### Logic cells by family

Bar = 50 um.
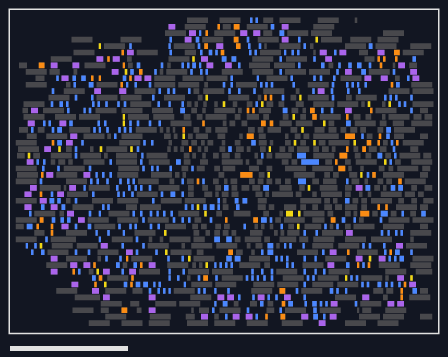
### Cells by drive strength

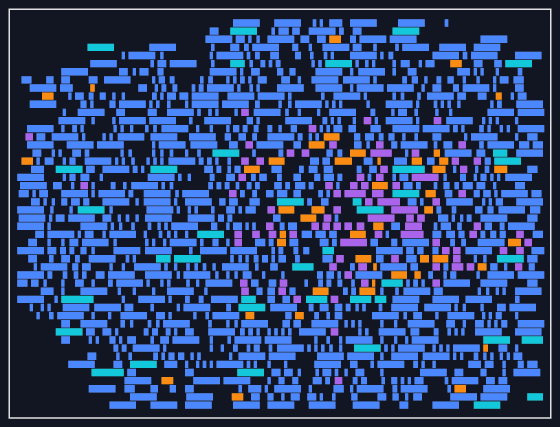
### Routed clock nets over the placement

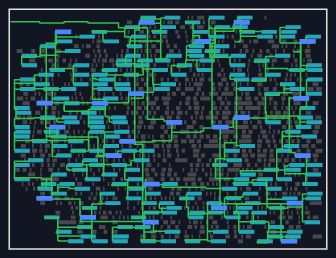
[config.mk]
export PLATFORM = sky130hd
export DESIGN_NAME = perf_cnt_reporter
export DESIGN_NICKNAME = d
export VERILOG_FILES = /design/src/rtl/perf_cnt_pkg.sv /design/src/rtl/perf_evt_cnt.sv /design/src/rtl/perf_cnt_reporter.sv
export SDC_FILE = /design/constraint.sdc
export NUM_CORES = 1
export LEC_CHECK = 0
export CAP_MARGIN = 20
export CELL_PAD_IN_SITES_DETAIL_PLACEMENT = 1
export CELL_PAD_IN_SITES_GLOBAL_PLACEMENT = 1
export CORE_ASPECT_RATIO = 0.75
export CORE_MARGIN = 1.5
export CORE_UTILIZATION = 44
export DETAILED_ROUTE_END_ITERATION = 16
export HOLD_SLACK_MARGIN = 0.1
export PLACE_DENSITY = 0.75
export SLEW_MARGIN = 20
export SYNTH_ARGS = -nofsm -noshare
export SYNTH_HDL_FRONTEND = slang
export SYNTH_SLANG_ARGS = --single-unit
[constraint.sdc]
create_clock -name clk -period 4.3 [get_ports clk]
set_input_delay 0.645 -clock clk [delete_from_list [all_inputs] [get_ports clk]]
set_output_delay 0.645 -clock clk [all_outputs]
set_load 0.01 [all_outputs]
[src/rtl/perf_cnt_pkg.sv]
// Shared constants, FSM state encoding and helpers for the perf counter reporter.
package perf_cnt_pkg;

    localparam logic [7:0] TAG_BASE    = 8'h61;
    localparam logic [7:0] CR          = 8'h0D;
    localparam logic [7:0] LF          = 8'h0A;
    localparam logic [7:0] ASC_ZERO    = 8'h30;
    localparam logic [7:0] ASC_UPPER_A = 8'h41;

    typedef enum logic [2:0] {
        S_IDLE,
        S_TAG,
        S_DIGIT,
        S_CR,
        S_LF
    } state_e;

    function automatic logic [7:0] nib2ascii(input logic [3:0] n);
        return (n < 4'd10) ? (ASC_ZERO + 8'(n)) : (ASC_UPPER_A + 8'(n - 4'd10));
    endfunction

    function automatic int unsigned ndig(input int unsigned w);
        return (w + 3) / 4;
    endfunction

endpackage

[src/rtl/perf_evt_cnt.sv]
// One event channel: rising-edge detect feeding a saturating or wrapping counter.
module perf_evt_cnt
    import perf_cnt_pkg::*;
#(
    parameter int unsigned CNT_W    = 12,
    parameter bit          SATURATE = 1'b1
) (
    input  logic             clk,
    input  logic             rstn,
    input  logic             evt_i,
    input  logic             clr_i,
    output logic [CNT_W-1:0] cnt_o
);

    logic             evt_prev_q, evt_prev_d;
    logic [CNT_W-1:0] cnt_q, cnt_d;
    logic             inc;

    // A clear coinciding with an edge keeps that edge in the live count.
    always_comb begin
        evt_prev_d = evt_i;
        inc        = evt_i & ~evt_prev_q;
        cnt_d      = cnt_q;
        if (clr_i) begin
            cnt_d = inc ? CNT_W'(1) : '0;
        end else if (inc) begin
            if (&cnt_q) begin
                cnt_d = SATURATE ? cnt_q : '0;
            end else begin
                cnt_d = cnt_q + CNT_W'(1);
            end
        end
    end

    always_ff @(posedge clk or negedge rstn) begin
        if (!rstn) begin
            evt_prev_q <= 1'b0;
            cnt_q      <= '0;
        end else begin
            evt_prev_q <= evt_prev_d;
            cnt_q      <= cnt_d;
        end
    end

    assign cnt_o = cnt_q;

endmodule

[src/rtl/perf_cnt_reporter.sv]
// Event counter bank with snapshot shadows and an ASCII-hex frame serializer
// ("a<hex>b<hex>...\r\n") feeding a valid/ready byte sink.
module perf_cnt_reporter
    import perf_cnt_pkg::*;
#(
    parameter int unsigned NUM_CH        = 8,
    parameter int unsigned CNT_W         = 12,
    parameter int unsigned PERIOD        = 0,
    parameter bit          CLEAR_ON_SNAP = 1'b0,
    parameter bit          SATURATE      = 1'b1
) (
    input  logic              clk,
    input  logic              rstn,
    input  logic [NUM_CH-1:0] evt_i,
    input  logic              snap_req,
    input  logic              tx_ready,
    output logic [7:0]        data_o,
    output logic              valid_o,
    output logic              busy_o,
    output logic              overrun_o
);

    localparam int unsigned D     = ndig(CNT_W);
    localparam int unsigned PAD_W = 4 * D;
    localparam int unsigned CH_W  = (NUM_CH > 1) ? $clog2(NUM_CH) : 1;
    localparam int unsigned DIG_W = (D > 1) ? $clog2(D) : 1;
    localparam int unsigned TMR_W = (PERIOD > 1) ? $clog2(PERIOD) : 1;

    logic [CNT_W-1:0] cnt      [NUM_CH];
    logic [CNT_W-1:0] shadow_q [NUM_CH];
    logic [CNT_W-1:0] shadow_d [NUM_CH];

    state_e           state_q, state_d;
    logic [CH_W-1:0]  ch_q, ch_d;
    logic [DIG_W-1:0] dig_q, dig_d;
    logic [TMR_W-1:0] timer_q, timer_d;
    logic             snap_prev_q, snap_prev_d;
    logic             overrun_q, overrun_d;
    logic [7:0]       data_q, data_d;
    logic             valid_q, valid_d;
    logic             busy_q, busy_d;

    logic             timer_trig, trig, accept, clr_c, adv;
    logic [PAD_W-1:0] cur_pad;
    logic [DIG_W-1:0] nib_idx;
    logic [3:0]       nib;

    for (genvar g = 0; g < NUM_CH; g++) begin : g_ch
        perf_evt_cnt #(
            .CNT_W   (CNT_W),
            .SATURATE(SATURATE)
        ) u_cnt (
            .clk  (clk),
            .rstn (rstn),
            .evt_i(evt_i[g]),
            .clr_i(clr_c),
            .cnt_o(cnt[g])
        );
    end

    // Trigger, shadow capture and overrun tracking.
    always_comb begin
        timer_trig  = (PERIOD != 0) && (timer_q == TMR_W'(PERIOD - 1));
        timer_d     = (PERIOD == 0 || timer_trig) ? '0 : timer_q + TMR_W'(1);
        snap_prev_d = snap_req;
        trig        = (snap_req & ~snap_prev_q) | timer_trig;
        accept      = trig & (state_q == S_IDLE);
        overrun_d   = overrun_q | (trig & (state_q != S_IDLE));
        clr_c       = accept & CLEAR_ON_SNAP;
        for (int unsigned k = 0; k < NUM_CH; k++) begin
            shadow_d[k] = accept ? cnt[k] : shadow_q[k];
        end
    end

    // Serializer: next state, then the byte that state will present.
    always_comb begin
        state_d = state_q;
        ch_d    = ch_q;
        dig_d   = dig_q;
        adv     = valid_q & tx_ready;
        if (state_q == S_IDLE) begin
            if (accept) begin
                state_d = S_TAG;
                ch_d    = '0;
                dig_d   = '0;
            end
        end else if (adv) begin
            case (state_q)
                S_TAG: begin
                    state_d = S_DIGIT;
                    dig_d   = '0;
                end
                S_DIGIT: begin
                    if (dig_q == DIG_W'(D - 1)) begin
                        dig_d = '0;
                        if (ch_q == CH_W'(NUM_CH - 1)) begin
                            state_d = S_CR;
                        end else begin
                            state_d = S_TAG;
                            ch_d    = ch_q + CH_W'(1);
                        end
                    end else begin
                        dig_d = dig_q + DIG_W'(1);
                    end
                end
                S_CR:    state_d = S_LF;
                S_LF:    state_d = S_IDLE;
                default: state_d = S_IDLE;
            endcase
        end

        cur_pad = '0;
        for (int unsigned k = 0; k < NUM_CH; k++) begin
            if (ch_d == CH_W'(k)) cur_pad = PAD_W'(shadow_q[k]);
        end
        nib_idx = DIG_W'(D - 1) - dig_d;
        nib     = '0;
        for (int unsigned k = 0; k < D; k++) begin
            if (nib_idx == DIG_W'(k)) nib = cur_pad[4*k +: 4];
        end

        case (state_d)
            S_TAG:   data_d = TAG_BASE + 8'(ch_d);
            S_DIGIT: data_d = nib2ascii(nib);
            S_CR:    data_d = CR;
            S_LF:    data_d = LF;
            default: data_d = 8'h00;
        endcase
        valid_d = (state_d != S_IDLE);
        busy_d  = (state_d != S_IDLE);
    end

    always_ff @(posedge clk or negedge rstn) begin
        if (!rstn) begin
            state_q     <= S_IDLE;
            ch_q        <= '0;
            dig_q       <= '0;
            timer_q     <= '0;
            snap_prev_q <= 1'b0;
            overrun_q   <= 1'b0;
            data_q      <= 8'h00;
            valid_q     <= 1'b0;
            busy_q      <= 1'b0;
            for (int unsigned k = 0; k < NUM_CH; k++) shadow_q[k] <= '0;
        end else begin
            state_q     <= state_d;
            ch_q        <= ch_d;
            dig_q       <= dig_d;
            timer_q     <= timer_d;
            snap_prev_q <= snap_prev_d;
            overrun_q   <= overrun_d;
            data_q      <= data_d;
            valid_q     <= valid_d;
            busy_q      <= busy_d;
            for (int unsigned k = 0; k < NUM_CH; k++) shadow_q[k] <= shadow_d[k];
        end
    end

    assign data_o    = data_q;
    assign valid_o   = valid_q;
    assign busy_o    = busy_q;
    assign overrun_o = overrun_q;

endmodule
==> ci_impl_report.md <==
### Flow metrics

| Metric | Value |
|---|---|
| Outcome | completed |
| Critical path endpoint | data_o[6] |
| CTS Sinks | 218 |
| H-tree Lvls | 1 |
| Clock buffer depth | 3 |
| Drt initial violations | 597 |
| Crit path largest cell delay | 0.50 ns |
| Clock transition at path regs | 0.06 ns |
| Unique cell types | 79 |
| Combinational share of power | 37.2% |
| Std-Cell Rows | 48 |
| CP most frequent cell | buf_4 |
| Stages on worst setup path | 20 |
| PostCTS Resize Cnt | 6 |
| Post-Route Utilization | 53.66% |
| Setup Buffers After CTS | 0 |
| Worst Hold Class | input pin to async pin |
| Detailed-route via count | 8,210 |
| Die Ht | 136.3 um |
| Synth Seq Share | 52.35% |
| Class of the most critical setup path | register to register |
| Worst r2r path cells | 20 |
| Syn Area/Cell | 9.421 um2 |
| Final wirelength | 27,970 um |
| XOR/XNOR Fraction of Synth Area | 7.565% |
| Crit share post-route | 97.55% |
Back to the opening pictures, 'Logic cells by family':
[yellow] inverters | cells: 43 | most used: inv_1
[orange] NOR gates | cells: 85 | most used: nor2_1 | where: widely spread
[purple] XOR/XNOR gates | cells: 90 | most used: xnor2_1 | where: widely spread
[blue] NAND gates | cells: 400 | most used: nand2_1 | where: widely spread

Back to the opening pictures, 'Cells by drive strength':
[purple] drive 3 to 4 | cells: 87
[blue] drive 1 or less | cells: 1,027
[cyan] drive 6 and up | cells: 39
[orange] drive 2 | cells: 45

Back to the opening pictures, 'Routed clock nets over the placement':
[green] clock wires | length: 2,970 um
[cyan] flip-flops | count: 218
[blue] cells driving clock nets | count: 23
flops lie: widely spread

cell usage in the layout, fill, tap and decap left out, drive strengths merged, types with 4 or more instances in the layout:
master         count
clkdlybuf4s50     19
clkbuf            34
nand2            317
xor2              38
xnor2             52
o211ai            11
nor3              11
dfrtp            218
nand3             39
nor3b              6
mux2               7
nor2              55
inv               43
mux2i              5
ha                19
and3              17
nand4             25
nand2b            10
a31oi              6
nand3b             9
a221oi             9
a21oi             40
buf               83
a221o              4
nor2b              9
o21ai             35
a211oi             8
cell type report:
| class | instances | area share [%] |
|---|---|---|
| Sequential cell | 218 | 43.97 |
| Timing Repair Buffer | 103 | 7.281 |
| Tap cell | 300 | 3.025 |
| Multi-Input combinational cell | 794 | 38.21 |
| Clock inverter | 6 | 0.8774 |
| Clock buffer | 34 | 5.294 |
| Inverter | 43 | 1.341 |
Power figures rest on the tool's default switching activity, not on a simulated workload.
